<file path="src/rtl/vector_pkg.sv">
// Shared constants and types for the vector register bank and execution unit.
package vector_pkg;

   localparam int unsigned VLEN  = 4;
   localparam int unsigned WIDTH = 32;

   typedef enum logic [2:0] {
      VADD = 3'b000,
      VSUB = 3'b001,
      VMUL = 3'b010,
      VAND = 3'b011,
      VOR  = 3'b100,
      VXOR = 3'b101,
      VSLL = 3'b110,
      VSRL = 3'b111
   } vop_t;

   typedef enum logic [1:0] {
      IDLE  = 2'd0,
      EXEC  = 2'd1,
      WRITE = 2'd2
   } vexec_state_t;

endpackage

</file>
<file path="src/rtl/vector_lane_alu.sv">
// Single combinational lane ALU, time-multiplexed across lanes by the execution unit.
module vector_lane_alu
   import vector_pkg::*;
#(
   parameter int unsigned WIDTH = vector_pkg::WIDTH
) (
   input  logic [WIDTH-1:0] a,
   input  logic [WIDTH-1:0] b,
   input  vop_t             op,
   output logic [WIDTH-1:0] y
);

   logic [4:0] shamt;
   assign shamt = b[4:0];

   always_comb begin
      y = '0;
      unique case (op)
         VADD: y = a + b;
         VSUB: y = a - b;
         VMUL: y = a * b;
         VAND: y = a & b;
         VOR:  y = a | b;
         VXOR: y = a ^ b;
         VSLL: y = a << shamt;
         VSRL: y = a >> shamt;
         default: y = '0;
      endcase
   end

endmodule

</file>
<file path="src/rtl/vector_exec_unit.sv">
// Multi-cycle vector execution unit: latches two source vectors, computes one lane per cycle,
// then pulses a bank write with the four results.
module vector_exec_unit
   import vector_pkg::*;
#(
   parameter int unsigned WIDTH = vector_pkg::WIDTH
) (
   input  logic             clk,
   input  logic             rst,
   input  logic             start,
   input  logic [2:0]       op,
   input  logic [1:0]       vd_in,
   input  logic [WIDTH-1:0] v11,
   input  logic [WIDTH-1:0] v12,
   input  logic [WIDTH-1:0] v13,
   input  logic [WIDTH-1:0] v14,
   input  logic [WIDTH-1:0] v21,
   input  logic [WIDTH-1:0] v22,
   input  logic [WIDTH-1:0] v23,
   input  logic [WIDTH-1:0] v24,
   output logic             busy,
   output logic             done,
   output logic             write_enable,
   output logic [1:0]       vd,
   output logic [WIDTH-1:0] vw1,
   output logic [WIDTH-1:0] vw2,
   output logic [WIDTH-1:0] vw3,
   output logic [WIDTH-1:0] vw4
);

   vexec_state_t     state_q, state_d;
   logic [1:0]       lane_q, lane_d;
   vop_t             op_q;
   logic [1:0]       dst_q;
   logic [1:0]       vd_q;
   logic [WIDTH-1:0] a_q  [VLEN];
   logic [WIDTH-1:0] b_q  [VLEN];
   logic [WIDTH-1:0] r_q  [VLEN];
   logic [WIDTH-1:0] vw_q [VLEN];
   logic [WIDTH-1:0] alu_y;
   logic             accept;
   logic             last_lane;

   assign accept    = (state_q == IDLE) && start;
   assign last_lane = (state_q == EXEC) && (lane_q == 2'd3);

   vector_lane_alu #(
      .WIDTH (WIDTH)
   ) u_lane_alu (
      .a  (a_q[lane_q]),
      .b  (b_q[lane_q]),
      .op (op_q),
      .y  (alu_y)
   );

   always_comb begin
      state_d = state_q;
      lane_d  = lane_q;
      unique case (state_q)
         IDLE: begin
            if (start) begin
               state_d = EXEC;
               lane_d  = 2'd0;
            end
         end
         EXEC: begin
            lane_d = lane_q + 2'd1;
            if (lane_q == 2'd3) state_d = WRITE;
         end
         WRITE:   state_d = IDLE;
         default: state_d = IDLE;
      endcase
   end

   always_ff @(posedge clk) begin
      if (rst) begin
         state_q <= IDLE;
         lane_q  <= 2'd0;
         op_q    <= VADD;
         dst_q   <= 2'd0;
         vd_q    <= 2'd0;
         for (int i = 0; i < VLEN; i++) begin
            a_q[i]  <= '0;
            b_q[i]  <= '0;
            r_q[i]  <= '0;
            vw_q[i] <= '0;
         end
      end else begin
         state_q <= state_d;
         lane_q  <= lane_d;
         if (accept) begin
            op_q   <= vop_t'(op);
            dst_q  <= vd_in;
            a_q[0] <= v11;
            a_q[1] <= v12;
            a_q[2] <= v13;
            a_q[3] <= v14;
            b_q[0] <= v21;
            b_q[1] <= v22;
            b_q[2] <= v23;
            b_q[3] <= v24;
         end
         if (state_q == EXEC) r_q[lane_q] <= alu_y;
         // Output registers load only at the end of EXEC so they hold until the next writeback.
         if (last_lane) begin
            vd_q <= dst_q;
            for (int i = 0; i < VLEN - 1; i++) vw_q[i] <= r_q[i];
            vw_q[VLEN-1] <= alu_y;
         end
      end
   end

   assign busy         = (state_q != IDLE);
   assign done         = (state_q == WRITE);
   assign write_enable = (state_q == WRITE);
   assign vd           = vd_q;
   assign vw1          = vw_q[0];
   assign vw2          = vw_q[1];
   assign vw3          = vw_q[2];
   assign vw4          = vw_q[3];

endmodule

</file>
<file path="config.mk">
export PLATFORM = sky130hd
export DESIGN_NAME = vector_exec_unit
export DESIGN_NICKNAME = d
export VERILOG_FILES = /design/src/rtl/vector_pkg.sv /design/src/rtl/vector_lane_alu.sv /design/src/rtl/vector_exec_unit.sv
export SDC_FILE = /design/constraint.sdc
export NUM_CORES = 2
export LEC_CHECK = 0
export CAP_MARGIN = 20
export CORE_MARGIN = 3
export CORE_UTILIZATION = 30
export CTS_CLUSTER_SIZE = 14
export DETAILED_ROUTE_END_ITERATION = 8
export SYNTH_ARGS = -nofsm -noshare
export SYNTH_HDL_FRONTEND = slang
export SYNTH_SLANG_ARGS = --single-unit
</file>
<file path="constraint.sdc">
create_clock -name clk -period 10 [get_ports clk]
set_input_delay 2.5 -clock clk [delete_from_list [all_inputs] [get_ports clk]]
set_output_delay 2.5 -clock clk [all_outputs]
set_load 0.01 [all_outputs]
</file>
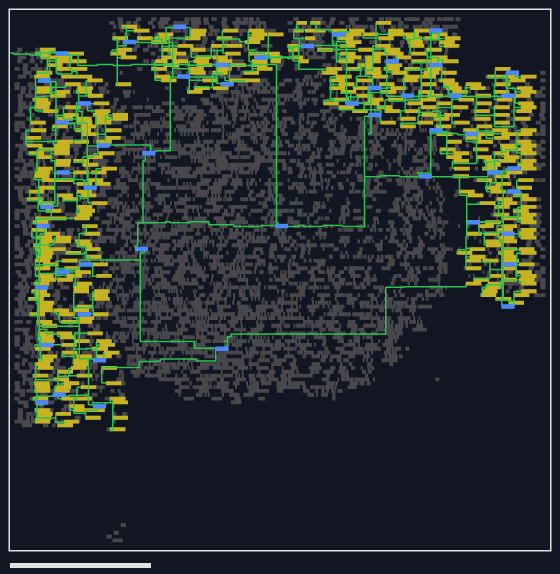
**Above:** clock distribution.
Scale bar: 100 µm.
[yellow] flip-flops | count: 493
[blue] cells driving clock nets | count: 50
[green] clock wires | length: 6,560 µm
routed clock nets	51
clk_lat worst skew: 0.65 ns
clock network power: 1.86 mW
worst clock skew: 0.0595 ns

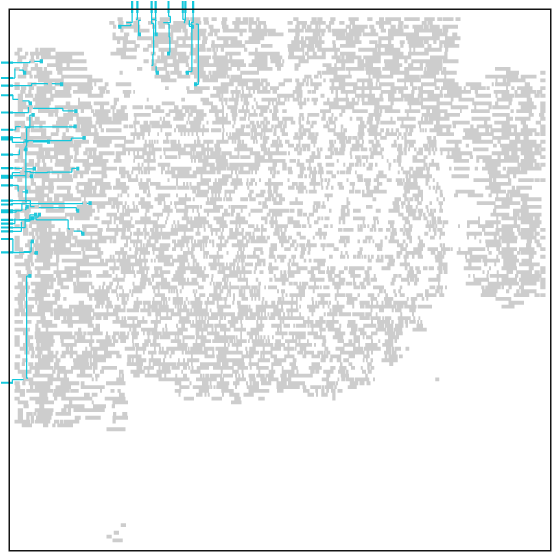
**Above:** I/O nets highlighted.
color	port	direction	edge	end cells	buffers	wire
cyan	`v24`	input	24 left, 8 top	32	32	1,060 µm
Top Ports: 397
PortBufs: 396

==> flow_summary_export.csv <==
group,metric,value,unit
yosys,synth-edff-count,480,
clock_network,clockBufferDepth,3,
detailed_routing,drtAntennaViolNets,0,
min_path,hold_path_class,"reg2reg",
yosys,topCombFamilyByArea,"adder cells",
layout,final_common_cell,"nor2_1",
floorplanning,die_w,383,µm
clock_network,ctsResizeCount,0,
clock_network,cts_setup_buffers,0,
final_timing,holdWs,0.474,ns
detailed_routing,first_iter_violations,3295,
global_routing,grt_pass1_wl,228,mm
clock_network,cts-buffers-inserted,50,
detailed_routing,routed-wl-met3,15.3,mm
yosys,synth_adder_area_share,0.257,
worst_setup_path,cp_data_arrival_time,9.58,ns
final_timing,max_slew_margin,0.250,
detailed_routing,vias,33200,
yosys,async_flop_share,0,
yosys,synth_flops,493,
outcome,status,"complete, no violations",
placed_design,gp_congestion,1.04,
detailed_routing,topRoutingLayerUsed,"met5",
floorplanning,die-area,0.147,mm²
detailed_routing,drc,0,
final_timing,worstMarginPinSlew,1.12,ns
final_timing,setup_slack,0.775,ns
worst_setup_path,rr_worst_depth,25,
global_routing,met3_usage,0.0471,
layout,area_growth,18.3,%
worst_setup_path,crit_required,10.35,ns
final_timing,fin_tns_setup,0,ns
final_timing,max_freq,0.108,GHz
power_and_ir_drop,switching_share,0.525,
min_path,hold_end,"vd[0]",
placed_design,pre_cts_ws,0.806,ns
yosys,ys_sh_xor,0.0263,
worst_setup_path,crit_fanout,36,
global_routing,use_met2,0.315,
detailed_routing,dr.pass1.iters,6,
power_and_ir_drop,intPower,9.11,mW
yosys,synth_cell_types,91,
global_routing,top_usage_layer,"met2",
worst_setup_path,end_kind,"register",
worst_setup_path,critPathCapture,"r_q[2][29]",
detailed_routing,met1Wirelength,65.5,mm
layout,stdcell_count,6424,
power_and_ir_drop,powerDensity,380,mW/mm²
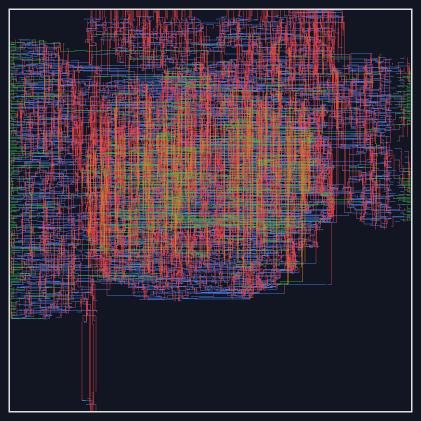
**Above:** metal layers overlaid.
color	layer	wire length
purple	met5	26.7 µm
red	met2	68.0 mm
orange	met4	8,090 µm
blue	met1	65.5 mm
green	met3	15,300 µm
total routed wirelength: 157 mm
WL per Instance: 24.4 µm

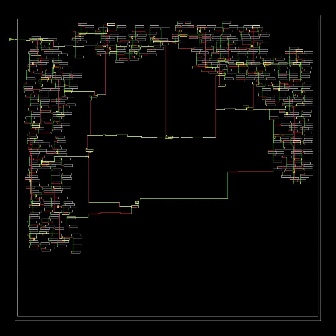
**Above:** clock routing.
Flops: 493
clock sinks: 493

## area by class of cell
| class | instances | area, µm² |
|---|---|---|
| clock buffer | 61 | 1310 |
| timing repair buffer | 530 | 5010 |
| sequential | 493 | 14700 |
| clock inverter | 31 | 273 |
| fill | 14000 | 89900 |
| antenna | 1 | 2.50 |
| tap | 1876 | 2350 |
| inverter | 474 | 1800 |
| multi-input combinational | 2958 | 25100 |
## worst max-delay path, cell delays in order (launching register included)
cell	delay [ns]
dfxtp_4	0.76
mux4_2	0.69
inv_1	0.52
buf_4	0.35
nor2_1	0.09
fa_1	0.50
fa_1	0.44
fa_1	0.54
inv_1	0.09
fa_1	0.53
inv_1	0.05
fa_1	0.48
fa_1	0.56
fa_1	0.51
fa_1	0.58
ha_1	0.47
and3_1	0.27
and4_1	0.20
o21ai_0	0.08
buf_4	0.21
a21oi_1	0.25
buf_4	0.16
a311oi_1	0.08
o21ai_0	0.25
buf_4	0.18
a21oi_1	0.06
## power by group through the flow
stage | Sequential [mW] | Clock [mW] | Combinational (mW)
after floorplan | 2.52 | 0 | 9.68
after global placement | 2.53 | 0 | 14.4
after detailed placement | 2.53 | 0 | 14.5
after CTS | 2.49 | 1.90 | 14.6
after global routing | 2.50 | 1.97 | 16.2
final | 2.49 | 1.86 | 14.8
## cell usage after synthesis (all sizes together) (87+ instances only)
| cell | count |
|---|---|
| a21oi | 160 |
| and2 | 265 |
| and3 | 108 |
| buf | 87 |
| clkbuf | 173 |
| edfxtp | 480 |
| fa | 409 |
| ha | 221 |
| inv | 470 |
| mux2i | 133 |
| nand2 | 350 |
| nor2 | 546 |
| o21ai | 158 |
| xnor2 | 105 |
## flip-flops by register name (all words and copies together) (netlist names), named ones only
register and cells:
a_q 128, b_q 128, vw_q 128, r_q 96, op_q 3, dst_q 2
lane_q 2, state_q 2, vd 2
Power is estimated from default activity; no workload was simulated.
